[config.mk]
export PLATFORM = sky130hd
export DESIGN_NAME = arbiter_spec_monitor_n_flat
export DESIGN_NICKNAME = d
export VERILOG_FILES = /design/src/rtl/arbiter_spec_monitor_n_if.sv /design/src/rtl/arbiter_spec_monitor_n.sv /design/src/flat_wrapper.sv
export SDC_FILE = /design/constraint.sdc
export NUM_CORES = 1
export LEC_CHECK = 0
export CELL_PAD_IN_SITES_DETAIL_PLACEMENT = 1
export CELL_PAD_IN_SITES_GLOBAL_PLACEMENT = 2
export CORE_MARGIN = 2
export CORE_UTILIZATION = 28
export CTS_CLUSTER_DIAMETER = 200
export CTS_CLUSTER_SIZE = 20
export DETAILED_ROUTE_END_ITERATION = 8
export GPL_ROUTABILITY_DRIVEN = 0
export PLACE_DENSITY = 0.76
export SLEW_MARGIN = 5
export SYNTH_ARGS = -nofsm -noshare
export SYNTH_HDL_FRONTEND = slang
export SYNTH_SLANG_ARGS = --single-unit
export TNS_END_PERCENT = 10
[constraint.sdc]
create_clock -name i_clk -period 3.1 [get_ports i_clk]
set_input_delay 0.62 -clock i_clk [delete_from_list [all_inputs] [get_ports i_clk]]
set_output_delay 0.62 -clock i_clk [all_outputs]
set_load 0.02 [all_outputs]
[src/rtl/arbiter_spec_monitor_n_if.sv]
// rtl/arbiter_spec_monitor_n_if.sv - environment and controllable inputs watched by the arbiter spec monitor
interface arbiter_spec_monitor_n_if #(
    parameter int N_CLIENTS = 4,
    parameter int MASTER_W  = 2
);
    logic                 i_ready;
    logic [N_CLIENTS-1:0] i_req;
    logic [N_CLIENTS-1:0] controllable_grant;
    logic [MASTER_W-1:0]  controllable_master;

    modport master (output i_ready, i_req, controllable_grant, controllable_master);
    modport slave  (input  i_ready, i_req, controllable_grant, controllable_master);
endinterface

[src/rtl/arbiter_spec_monitor_n.sv]
// rtl/arbiter_spec_monitor_n.sv - N-client arbiter error monitor: grant/master safety, mutex and bounded fairness
module arbiter_spec_monitor_n #(
    parameter int N_CLIENTS  = 4,
    parameter int MASTER_W   = 2,
    parameter int FAIR_BOUND = 4,
    parameter int CNT_W      = 4,
    parameter bit MUTEX_CHK  = 1'b1,
    parameter bit ENV_REARM  = 1'b1,
    parameter bit STICKY_ERR = 1'b0
) (
    input  logic                    i_clk,
    input  logic                    i_rst_n,
    arbiter_spec_monitor_n_if.slave bus,
    output logic                    o_err,
    output logic                    o_safety_err,
    output logic                    o_fair_err,
    output logic [CNT_W-1:0]        o_fair_cnt
);
    localparam logic [0:0]       ST_WAIT_ENV = 1'b0;
    localparam logic [0:0]       ST_COLLECT  = 1'b1;
    localparam logic [CNT_W-1:0] CNT_MAX     = '1;
    localparam logic [CNT_W-1:0] BOUND       = CNT_W'(FAIR_BOUND);

    if ((2 ** MASTER_W) < N_CLIENTS) begin : g_bad_master_w
        $error("arbiter_spec_monitor_n: MASTER_W too narrow for N_CLIENTS");
    end
    if (FAIR_BOUND > ((2 ** CNT_W) - 1)) begin : g_bad_fair_bound
        $error("arbiter_spec_monitor_n: FAIR_BOUND exceeds fairness counter range");
    end

    logic                 r_ready;
    logic [N_CLIENTS-1:0] r_grant;
    logic [N_CLIENTS-1:0] r_sys_done;
    logic [0:0]           r_state;
    logic [CNT_W-1:0]     r_fair_cnt;

    logic [N_CLIENTS-1:0] w_master_hit;
    logic [N_CLIENTS-1:0] w_sys_fair;
    logic                 w_mismatch;
    logic                 w_mutex;
    logic                 w_safety;
    logic                 w_fair;
    logic                 w_done_all;

    // Master indices beyond the client range deliberately decode to no client.
    always_comb begin
        w_master_hit = '0;
        for (int i = 0; i < N_CLIENTS; i++) begin
            w_master_hit[i] = (bus.controllable_master == MASTER_W'(i));
        end
    end

    assign w_sys_fair = w_master_hit | ~bus.i_req;
    assign w_mismatch = r_ready & (|(r_grant ^ w_master_hit));
    assign w_mutex    = MUTEX_CHK & ($countones(bus.controllable_grant) > 1);
    // Mutex is purely combinational on the inputs, so gate with reset to keep flags quiet while held.
    assign w_safety   = i_rst_n & (w_mismatch | w_mutex);
    assign w_fair     = (r_fair_cnt >= BOUND);
    assign w_done_all = &r_sys_done;

    always_ff @(posedge i_clk or negedge i_rst_n) begin
        if (!i_rst_n) begin
            r_ready    <= 1'b0;
            r_grant    <= '0;
            r_sys_done <= '0;
            r_state    <= ST_WAIT_ENV;
            r_fair_cnt <= '0;
        end else begin
            r_ready <= bus.i_ready;
            r_grant <= bus.controllable_grant;
            case (r_state)
                ST_WAIT_ENV: begin
                    if (bus.i_ready) begin
                        r_state <= ST_COLLECT;
                    end
                end
                default: begin
                    if (w_done_all) begin
                        r_sys_done <= '0;
                        r_fair_cnt <= '0;
                        if (ENV_REARM) begin
                            r_state <= ST_WAIT_ENV;
                        end
                    end else begin
                        r_sys_done <= r_sys_done | w_sys_fair;
                        if (r_fair_cnt != CNT_MAX) begin
                            r_fair_cnt <= r_fair_cnt + CNT_W'(1);
                        end
                    end
                end
            endcase
        end
    end

    if (STICKY_ERR) begin : g_sticky
        logic r_err_q;

        always_ff @(posedge i_clk or negedge i_rst_n) begin
            if (!i_rst_n) begin
                r_err_q <= 1'b0;
            end else begin
                r_err_q <= r_err_q | w_safety | w_fair;
            end
        end

        assign o_err = i_rst_n & (r_err_q | w_safety | w_fair);
    end else begin : g_comb
        assign o_err = i_rst_n & (w_safety | w_fair);
    end

    assign o_safety_err = w_safety;
    assign o_fair_err   = w_fair;
    assign o_fair_cnt   = r_fair_cnt;
endmodule

[src/flat_wrapper.sv]
// flat-port wrapper written by rule: the top's interface ports become plain ports
module arbiter_spec_monitor_n_flat 
#(
    parameter int N_CLIENTS  = 4,
    parameter int MASTER_W   = 2,
    parameter int FAIR_BOUND = 4,
    parameter int CNT_W      = 4,
    parameter bit MUTEX_CHK  = 1'b1,
    parameter bit ENV_REARM  = 1'b1,
    parameter bit STICKY_ERR = 1'b0
)
  (i_clk, i_rst_n, o_err, o_safety_err, o_fair_err, o_fair_cnt, bus_i_ready, bus_i_req, bus_controllable_grant, bus_controllable_master);
  arbiter_spec_monitor_n_if #(.N_CLIENTS(N_CLIENTS), .MASTER_W(MASTER_W)) bus_i ();
  input  logic i_clk;
  input  logic i_rst_n;
  output logic o_err;
  output logic o_safety_err;
  output logic o_fair_err;
  output logic [CNT_W-1:0] o_fair_cnt;
  input wire logic [$bits(bus_i.i_ready)-1:0] bus_i_ready;
  input wire logic [$bits(bus_i.i_req)-1:0] bus_i_req;
  input wire logic [$bits(bus_i.controllable_grant)-1:0] bus_controllable_grant;
  input wire logic [$bits(bus_i.controllable_master)-1:0] bus_controllable_master;
  assign bus_i.i_ready = bus_i_ready;
  assign bus_i.i_req = bus_i_req;
  assign bus_i.controllable_grant = bus_controllable_grant;
  assign bus_i.controllable_master = bus_controllable_master;
  arbiter_spec_monitor_n #(.N_CLIENTS(N_CLIENTS), .MASTER_W(MASTER_W), .FAIR_BOUND(FAIR_BOUND), .CNT_W(CNT_W), .MUTEX_CHK(MUTEX_CHK), .ENV_REARM(ENV_REARM), .STICKY_ERR(STICKY_ERR)) u_core (.i_clk(i_clk), .i_rst_n(i_rst_n), .bus(bus_i), .o_err(o_err), .o_safety_err(o_safety_err), .o_fair_err(o_fair_err), .o_fair_cnt(o_fair_cnt));
endmodule
==> notes.org, run 1 <==
* Implementation run

** Pwr
- Combinational logic burns 44.8% of the power.
- Power attributed to combinational cells is 350 uW.
- Total internal power :: 484.1 uW
- VDD sags by at most 0.3345 mV.
- Power group with the largest share :: combinational logic
- Sequential cells burn 38.0% of the power.
- The flow reports power dissipated in sequential cells as 296 uW.
- Clock network fraction of total power :: 17.2%
- After layout, the design draws a total of 781.0 uW.

** Synth
- Summing every instance area after synthesis gives 738.2 um2.
- Yosys xor share :: 0%
- Top_reg_cell synth :: sky130_fd_sc_hd__dfrtp_1
- Library cell occupying the most area in the post-synthesis netlist :: sky130_fd_sc_hd__dfrtp_1
- Per the Yosys statistics, synthesis produced 70 cells.
- Post-synth EDFFs :: 0
- Count of yosys warnings during synthesis :: 0
- Multiplexer share :: 1.525%
- Sequential elements use 47.46% of the synthesized area.

** Detailed routing
- Sum of routed wire segments on met1 :: 858 um
- Post-DRT Antenna Nets :: 0
- Final Routed Wirelength :: 1.867 mm

** Final timing
- Count of final setup violators :: 0
- Looking at the max-slew report, the worst-margin pin has a slew of 290.6 ps.
- Once routing completed, OpenROAD measured the worst setup slack at 110.2 ps.

** Min path
- Hold path startpoint :: bus_controllable_grant[2]
- The worst hold path belongs to the class in -> reg.

** Floorplanning
- Standard-cell row count :: 18
- Width of the die :: 55.35 um

** Flow run
- In this run the tools logged warnings totalling 26.

** Global routing
- Most crowded layer after global routing :: met2
- Via count of the first global-routing pass :: 736
- Global-route usage over all layers :: 14.33%
- The initial antenna violation count was 0.
- Largest net degree at the start of global routing :: 15

** Worst setup path
- For reference, the most critical setup path is categorized as in -> out.
- The critical path ends at o_safety_err.
- According to the timing report, the critical path is launched from bus_controllable_grant[3].
- Category of the worst setup path capture point :: output port
- Minimum setup slack among reg-to-reg paths :: 1720 ps
- Critical path arrival :: 2370 ps

** Run status
- The flow ran to the end, and the final reports show no timing, DRC or antenna violations.

** Clock tree
- Clock input transition at the sequential cells of the worst setup and hold paths :: 90 ps
- The clock passes through at most 2 buffers.

** Layout
- Fin cells :: 128

** Placed design
- The placement report lists the number of port buffers as 19.
## run 1: final cells by class
| class | count | area, um2 |
|---|---|---|
| fillers | 287 | 1405 |
| well taps | 30 | 37.54 |
| clock buffers | 4 | 36.28 |
| repair buffers | 24 | 197.7 |
| flip-flops and latches | 14 | 350.3 |
| inverters | 3 | 11.26 |
| multi-input cells | 53 | 439.2 |
## run 1: synth_stat cells (all sizes together), types with 2 or more instances
library cell,instances
o21a,3
a21oi,6
or2,3
dfrtp,14
nand3b,2
o21ai,4
nand2,3
nand2b,2
inv,3
a2111oi,2
nor2,5
ha,3
nand3,2
## run 1: sequential cells by signal (all words and copies together) (netlist names)
signal and cells:
u_core.r_state 1, u_core.r_grant 4, u_core.o_fair_cnt 4, u_core.r_ready 1, u_core.r_sys_done 4
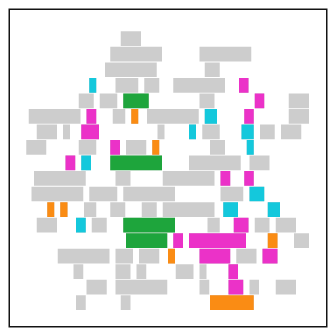
run_1/logic_types.png
Key: magenta = aoi and oai cells [cells 16, most used a21oi_1]; green = fa/ha/maj cells [cells 4, most used ha_4]; orange = nor cells [cells 7, most used nor2_1]; cyan = nand cells [cells 10, most used nand2_1]

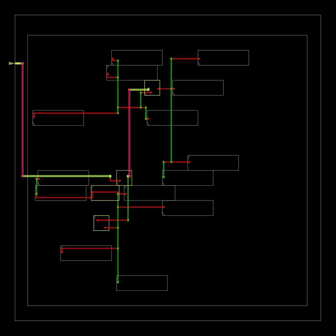
run_1/clocks.png
number of clock buffers in the layout: 4
TritonCTS sink count: 14
clk_lat worst skew: 280 ps

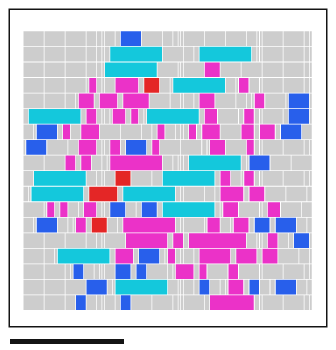
run_1/placement_by_type.png
Scale bar: 20 um. Fill, decap, tap and diode cells in gray.
Key: magenta = combinational and other logic [cells 56]; red = clock drivers and dummy loads [cells 4]; blue = remaining buffers and delay cells [cells 24]; cyan = sequential cells [cells 14]

==> run 1 -> run 2 <==
- CELL_PAD_IN_SITES_DETAIL_PLACEMENT: 1 -> default
- CELL_PAD_IN_SITES_GLOBAL_PLACEMENT: 2 -> default
- CORE_MARGIN: 2 -> default
- CORE_UTILIZATION: 28 -> 46
- PLACE_DENSITY: 0.76 -> 0.78
==> run 2 against run 1 <==
Effect of this change:
- via count fell by 1.2%
- die area fell by 42%
- wire length fell by 16%
- largest cell class unchanged
- critical path type unchanged
- non-clock buffer count fell by 1
- global-route usage rose by 7.8 points
==> notes.org, run 2 <==
* Implementation run

** Pwr
- Power attributed to sequential cells is 295 uW.
- In this run, the combinational gates consume 46.7% of the power.
- Clock network fraction of total power :: 13.5%
- The largest share of the power goes to combinational logic.
- Total internal power :: 457.9 uW
- Sequential group share of total power :: 39.7%
- Power attributed to combinational cells :: 346 uW
- In this run the VDD rail shows a maximum IR drop of 0.3800 mV.

** Detailed routing
- Post-DRT Antenna Nets :: 0
- Sum of routed wire segments on met1 :: 670 um
- The final layout contains routed wiring with a total length of 1.576 mm.
- Dividing the detail-routed wire length by the instance count gives 14.07 um.
- The first routing iteration left 14 violations.
- Detailed routing placed a total of 61 um of wire on met3.

** Layout
- Most frequent logic cell in the layout :: sky130_fd_sc_hd__dfrtp_1
- Per the final report, the share of cell area in clock cells is 2.206%.
- Area-dominant cell class after layout :: logic gates
- Buffers, non-clock :: 23
- Number of logic inverters in the finished layout :: 3
- Multi-input combinational cell area :: 426.7 um2
- For this run, combinational gates with multiple inputs come to 53.
- Non-clock buffers make up 18.63% of the layout cell area.
- Fillers :: 126
- Flip-flop and latch area :: 350.3 um2
- The fraction of cell area in multi-input combinational cells is reported as 41.79%.

** Final timing
- Derived from the worst setup path, the maximum achievable clock frequency is 335.6 MHz.
- Subtracting the final worst setup slack from the clock period gives 2979 ps.
- On the final layout, the worst clock skew is 1.654 ps.
- For the pin with the worst max-slew slack, the measured transition is 262.2 ps.
- The max-slew check reports its worst relative slack as 82.29%.
- Count of final setup violators :: 0

** Synth
- Yosys xor share :: 0%
- Library cell occupying the most area in the post-synthesis netlist :: sky130_fd_sc_hd__dfrtp_1
- In this run, the synthesized area fraction spent on adder and majority cells is recorded as 7.797%.
- Multiplexer share :: 1.525%
- Looking at the gate-level netlist, the highest instance count belongs to sky130_fd_sc_hd__dfrtp_1.
- After technology mapping, the gate count stands at 70.
- Per-instance average area after synthesis :: 10.55 um2
- In this run the cell area of the synthesized design comes to 738.2 um2.
- Synthesized flop and latch total :: 14
- Yosys printed 0 warnings.
- Top_reg_cell synth :: sky130_fd_sc_hd__dfrtp_1
- Sequential-to-total area share from yosys stat :: 47.46%
- Yosys cell count :: 70
- Commonest cells post-synth :: sky130_fd_sc_hd__dfrtp_1, sky130_fd_sc_hd__a21oi_1, sky130_fd_sc_hd__nor2_1, sky130_fd_sc_hd__o21ai_0
- Post-synth EDFFs :: 0

** Worst setup path
- Category of the worst setup path capture point :: output port
- Setup slack on the worst reg-to-reg path comes out at 1720 ps.
- Data on the critical path is required at its endpoint by 2480 ps.
- Destination of the critical timing path :: o_safety_err
- Worst reg2reg path endpoint :: u_core.o_fair_cnt[0]
- The OpenROAD report gives the critical path a data arrival time of 2360 ps.
- Crit Path Class :: in -> out
- Timing startpoint of the critical path :: bus_controllable_grant[2]
- Largest stage delay on the critical path :: 500 ps

** Clock tree
- Hold buffer count at CTS :: 0
- TritonCTS sink count :: 14
- Clock input transition at the sequential cells of the worst setup and hold paths :: 80 ps
- Per the TritonCTS log, the buffer count is 3.
- Number of buffers on the longest clock path :: 2

** Floorplanning
- The horizontal die dimension reported for this design is 42.06 um.
- For this floorplan the total number of well-tap instances is 16.

** Flow run
- Warnings raised by the tools during the run amount to 26.

** Global routing
- Via count of the first global-routing pass :: 676
- Total global-route track usage over all layers is 22.16%.
- After global routing, the most crowded layer is met2.
- The initial antenna violation count was 0.
- Largest net degree at the start of global routing :: 11

** Min path
- Per the hold report, the tightest min-delay path originates at bus_controllable_grant[3].
- Min-Delay Path Class :: in -> reg

** Placed design
- Area post-placement :: 975.9 um2
- Input and output buffers added on the ports amount to 19.

** Run status
- The flow ran to the end, and the final reports show no timing, DRC or antenna violations.
[run 2: cell counts after synthesis]
No cell type changed its count.
[run 2: stage by stage]
| step | total power, mW | TNS [ps] | setup WS [ps] | util, % | instances |
|---|---|---|---|---|---|
| 6_report | 0.7413 | 0 | 120.6 | 67.77 | 112 |
| 5_1_grt | 0.8007 | 0 | 23.15 | 67.77 | 112 |
| 4_1_cts | 0.7430 | 0 | 18.33 | 67.77 | 111 |
| 3_5_place_dp | 0.6400 | -1457 | -852.1 | 64.78 | 108 |
| 3_3_place_gp | 0.6210 | -1321 | -725.5 | 64.78 | 108 |
| 2_1_floorplan | 0.4978 | 0 | 164.4 | - | 70 |
[run 2: repair_timing]
action | CTS | global route
setup endpoints to repair | 2 | 1
resized | 23 | 5
buffers inserted | 0 | 1
pin swaps | 8 | 5
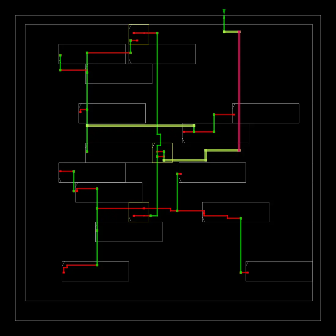
run_2/clocks.png
count of flip-flops and latches: 14
clk_lat worst skew: 270 ps
power in the clock group: 100 uW
number of clock buffers in the layout: 3

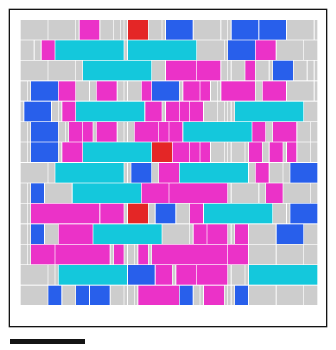
run_2/placement_by_type.png
Scale bar: 10 um. Fill, decap, tap and diode cells in gray.
Key: cyan = sequential cells [cells 14]; magenta = combinational and other logic [cells 56]; red = clock drivers [cells 3]; blue = remaining buffers and delay cells [cells 23]
fin util: 67.77%
sequential portion of the cell area: 34.31%
standard-cell row count: 14
Placeable Area: 1506 um2
Finished Cell Area: 1021 um2

==> run 2 -> run 3 <==
- CORE_UTILIZATION: 46 -> 48
- CTS_BUF_LIST: default -> sky130_fd_sc_hd__clkbuf_4
- PLACE_DENSITY: 0.78 -> 0.81
==> run 3 against run 2 <==
Effect of this change:
- fmax about the same
- global-route usage is 0.44 points higher
- clock power shrank 4%
- worst setup slack gained 1.9 ps
- synthesized cell count unchanged
- register-to-register slack about the same
- total power down 1.5%
- core utilization rose by 7.2 points
- non-clock buffer count fell by 1
==> notes.org, run 3 <==
* Implementation run

** Global routing
- Number of antenna violations at the first check in global routing :: 0
- After global routing the overflow that remains totals 0.
- Fraction of met1 tracks used by global routing :: 27.27%
- The first global-routing pass estimated 2.428 mm of wire.
- Most crowded layer after global routing :: met2
- Via count of the first global-routing pass :: 568
- Entering global routing, the biggest net connects 11 pins.
- Overall routing resource usage recorded by global route was 22.60%.

** Clock tree
- Number of buffers on the longest clock path :: 2
- Clock input transition at the sequential cells of the worst setup and hold paths :: 70 ps
- TritonCTS sink count :: 14
- The CTS report gives the tree buffer count as 3.
- Buffers added to address setup during post-CTS repair amount to 0.
- Number of gates resized after CTS :: 23
- Clk_lat worst skew :: 270 ps

** Detailed routing
- Mean number of vias per cell :: 5.682
- Sum of routed wire segments on met1 :: 702 um
- Detailed routing placed a total of 751 um of wire on met2.
- Summed over all layers, the routed wires come to 1.525 mm.
- The detail route stage leaves a number of antenna-violating nets equal to 0.
- Violation count after the first detailed-routing iteration :: 13
- The routed design uses 53 um of met3 wire.
- Post-detailed-route wirelength per cell :: 13.86 um

** Worst setup path
- The worst setup path is captured at an output port.
- Number of cells traversed by the worst register-to-register path :: 3
- Largest stage delay on the critical path :: 490 ps
- Minimum setup slack among reg-to-reg paths :: 1710 ps
- Data arrives at the worst endpoint at 2360 ps.
- Required time of the worst setup path :: 2480 ps
- The critical path is of the in -> out type.
- The most numerous cell type found on the critical path is sky130_fd_sc_hd__buf_2.
- Worst reg2reg path endpoint :: u_core.o_fair_cnt[3]
- For this design, the slowest cell found on the critical path is sky130_fd_sc_hd__fa_1.

** Pwr
- Clock network fraction of total power :: 13.1%
- Pwr Total :: 730.5 uW
- Sequential group share of total power :: 40.3%
- The largest share of the power goes to combinational logic.
- For the combinational group, total power comes out at 340 uW.
- The analysis attributes to cell leakage a power of 0.4113 nW.
- In this run, power in flip-flops and latches comes to 295 uW.
- Maximum vdd ir drop :: 0.3192 mV
- Power in the clock group :: 95.8 uW
- Internal power comes to 455.4 uW.
- In this run, the combinational gates consume 46.5% of the power.

** Layout
- The top cell type in the final layout, fill and taps aside, is sky130_fd_sc_hd__dfrtp_1.
- Fin util :: 75.00%
- After the flow finishes, the layout carries non-filler instances totaling 110.
- In the final layout, the fill cell count is 107.
- For the completed layout, the total cell area is recorded as 1025 um2.

** Final timing
- Actual slew at the worst max-slew pin :: 415.1 ps
- Max Fclk :: 335.9 MHz
- Per the slew report, the remaining headroom to the max-slew limit stands at 71.96%.
- Final critical delay including setup and external delays :: 2977 ps
- The final report lists the setup-violating endpoint count as 0.
- Final sum of negative setup slack :: 0 ps
- Final critical-path setup slack :: 122.5 ps
- Final hold violation count :: 0
- Pins over their slew limit in the final report were tallied at 0.
- Final hold slack :: 499.6 ps
- The final timing report lists clock skew as 1.717 ps.

** Synth
- Adder Share, Synth :: 7.797%
- A synthesized cell averages 10.55 um2.
- Most numerous cell in the Yosys netlist :: sky130_fd_sc_hd__dfrtp_1
- Count of yosys warnings during synthesis :: 0
- Post-synthesis chip area from yosys :: 738.2 um2
- Commonest cells post-synth :: sky130_fd_sc_hd__dfrtp_1, sky130_fd_sc_hd__a21oi_1, sky130_fd_sc_hd__nor2_1, sky130_fd_sc_hd__o21ai_0
- Top_reg_cell synth :: sky130_fd_sc_hd__dfrtp_1
- Combined area of all synthesized cells :: 738.2 um2
- After Yosys synthesis, XOR and XNOR cells account for 0% of the synthesized area.
- Library cell occupying the most area in the post-synthesis netlist :: sky130_fd_sc_hd__dfrtp_1
- For this design, Yosys synthesis ends with a cell count of 70.
- Sequential-to-total area share from yosys stat :: 47.46%
- After synthesis the netlist holds a flip-flop and latch count of 14.
- Post-synth EDFFs :: 0
- Post-Syn Instances :: 70
- Multiplexer share :: 1.525%

** Floorplanning
- Placeable Area :: 1366 um2
- Standard-cell row count :: 13
- Per the OpenROAD floorplan log, the width of the die is 41.22 um.

** Flow run
- OpenROAD warning count :: 26

** Placed design
- Area post-placement :: 974.7 um2
- Post-placement worst setup slack :: -784.2 ps
- Count of port buffers added during placement :: 19

** Run status
- The run finished with clean final reports.

** Min path
- The worst hold path begins at bus_controllable_grant[1].
- Min-Delay Path Class :: in -> reg
-- run 3: cell type report --
| cell class | instances | area, um2 | share of cell area, % |
|---|---|---|---|
| repair buffers | 22 | 182.7 | 17.83 |
| multi-input cells | 53 | 439.2 | 42.86 |
| inverters | 3 | 11.26 | 1.099 |
| flip-flops and latches | 14 | 350.3 | 34.19 |
| clock buffers | 3 | 22.52 | 2.198 |
| well taps | 15 | 18.77 | 1.832 |
-- run 3: worst max-delay path by stage --
stage,startpoint,endpoint,cells past startpoint
2_1_floorplan,bus_controllable_grant[2],o_safety_err,6
3_3_place_gp,bus_controllable_grant[3],o_safety_err,8
3_5_place_dp,bus_controllable_grant[0],o_safety_err,8
4_1_cts,bus_controllable_grant[1],o_safety_err,8
5_1_grt,bus_controllable_grant[0],o_safety_err,8
6_report,bus_controllable_grant[0],o_safety_err,8
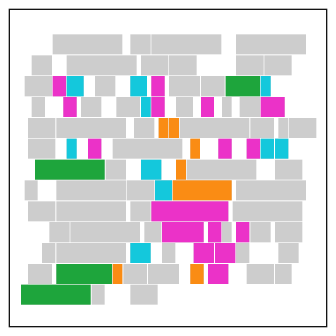
run_3/logic_types.png
Key: cyan = nand cells [cells 10, most used nand2_1]; magenta = aoi and oai cells [cells 16, most used a21oi_1]; green = fa/ha/maj cells [cells 4, most used ha_4]; orange = nor cells [cells 7, most used nor2_1, where center]

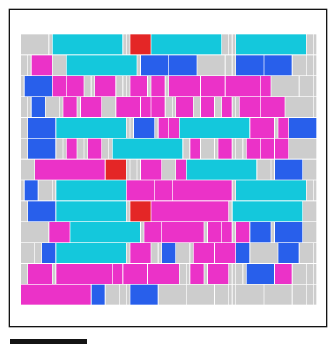
run_3/placement_by_type.png
Scale bar: 10 um. Fill, decap, tap and diode cells in gray.
Key: red = clock drivers [cells 3]; cyan = sequential cells [cells 14]; magenta = combinational and other logic [cells 56]; blue = remaining buffers and delay cells [cells 22]


==> screenshots <==
Drive-strength map.
(a)
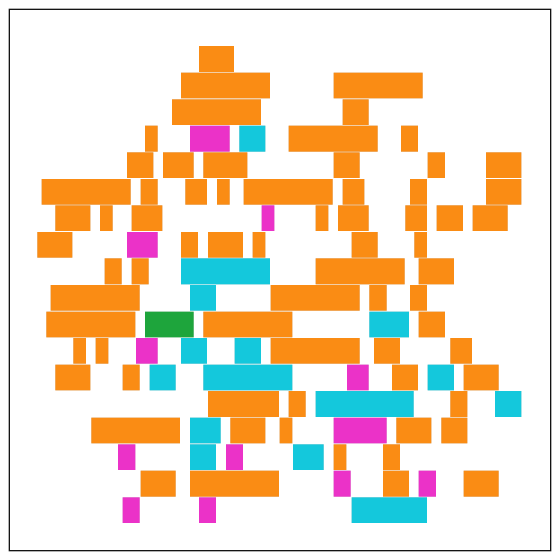
(b)
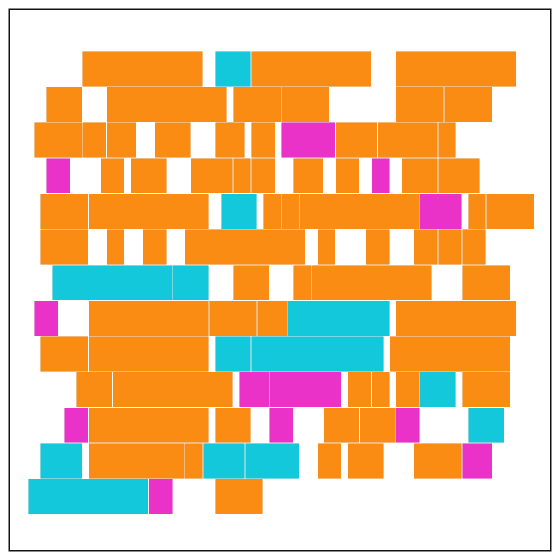
(c)
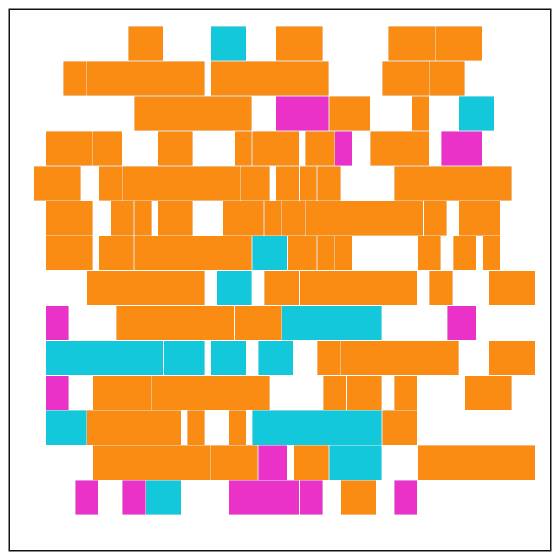
- (c) = run 2
- (a) = run 1
- (b) = run 3

Key to (c):
Key: orange = _0 and _1 cells [cells 71]; magenta = _2 cells [cells 12]; cyan = _3 and _4 cells [cells 13]

No activity file was given, so power comes from the tool's default toggle rates.
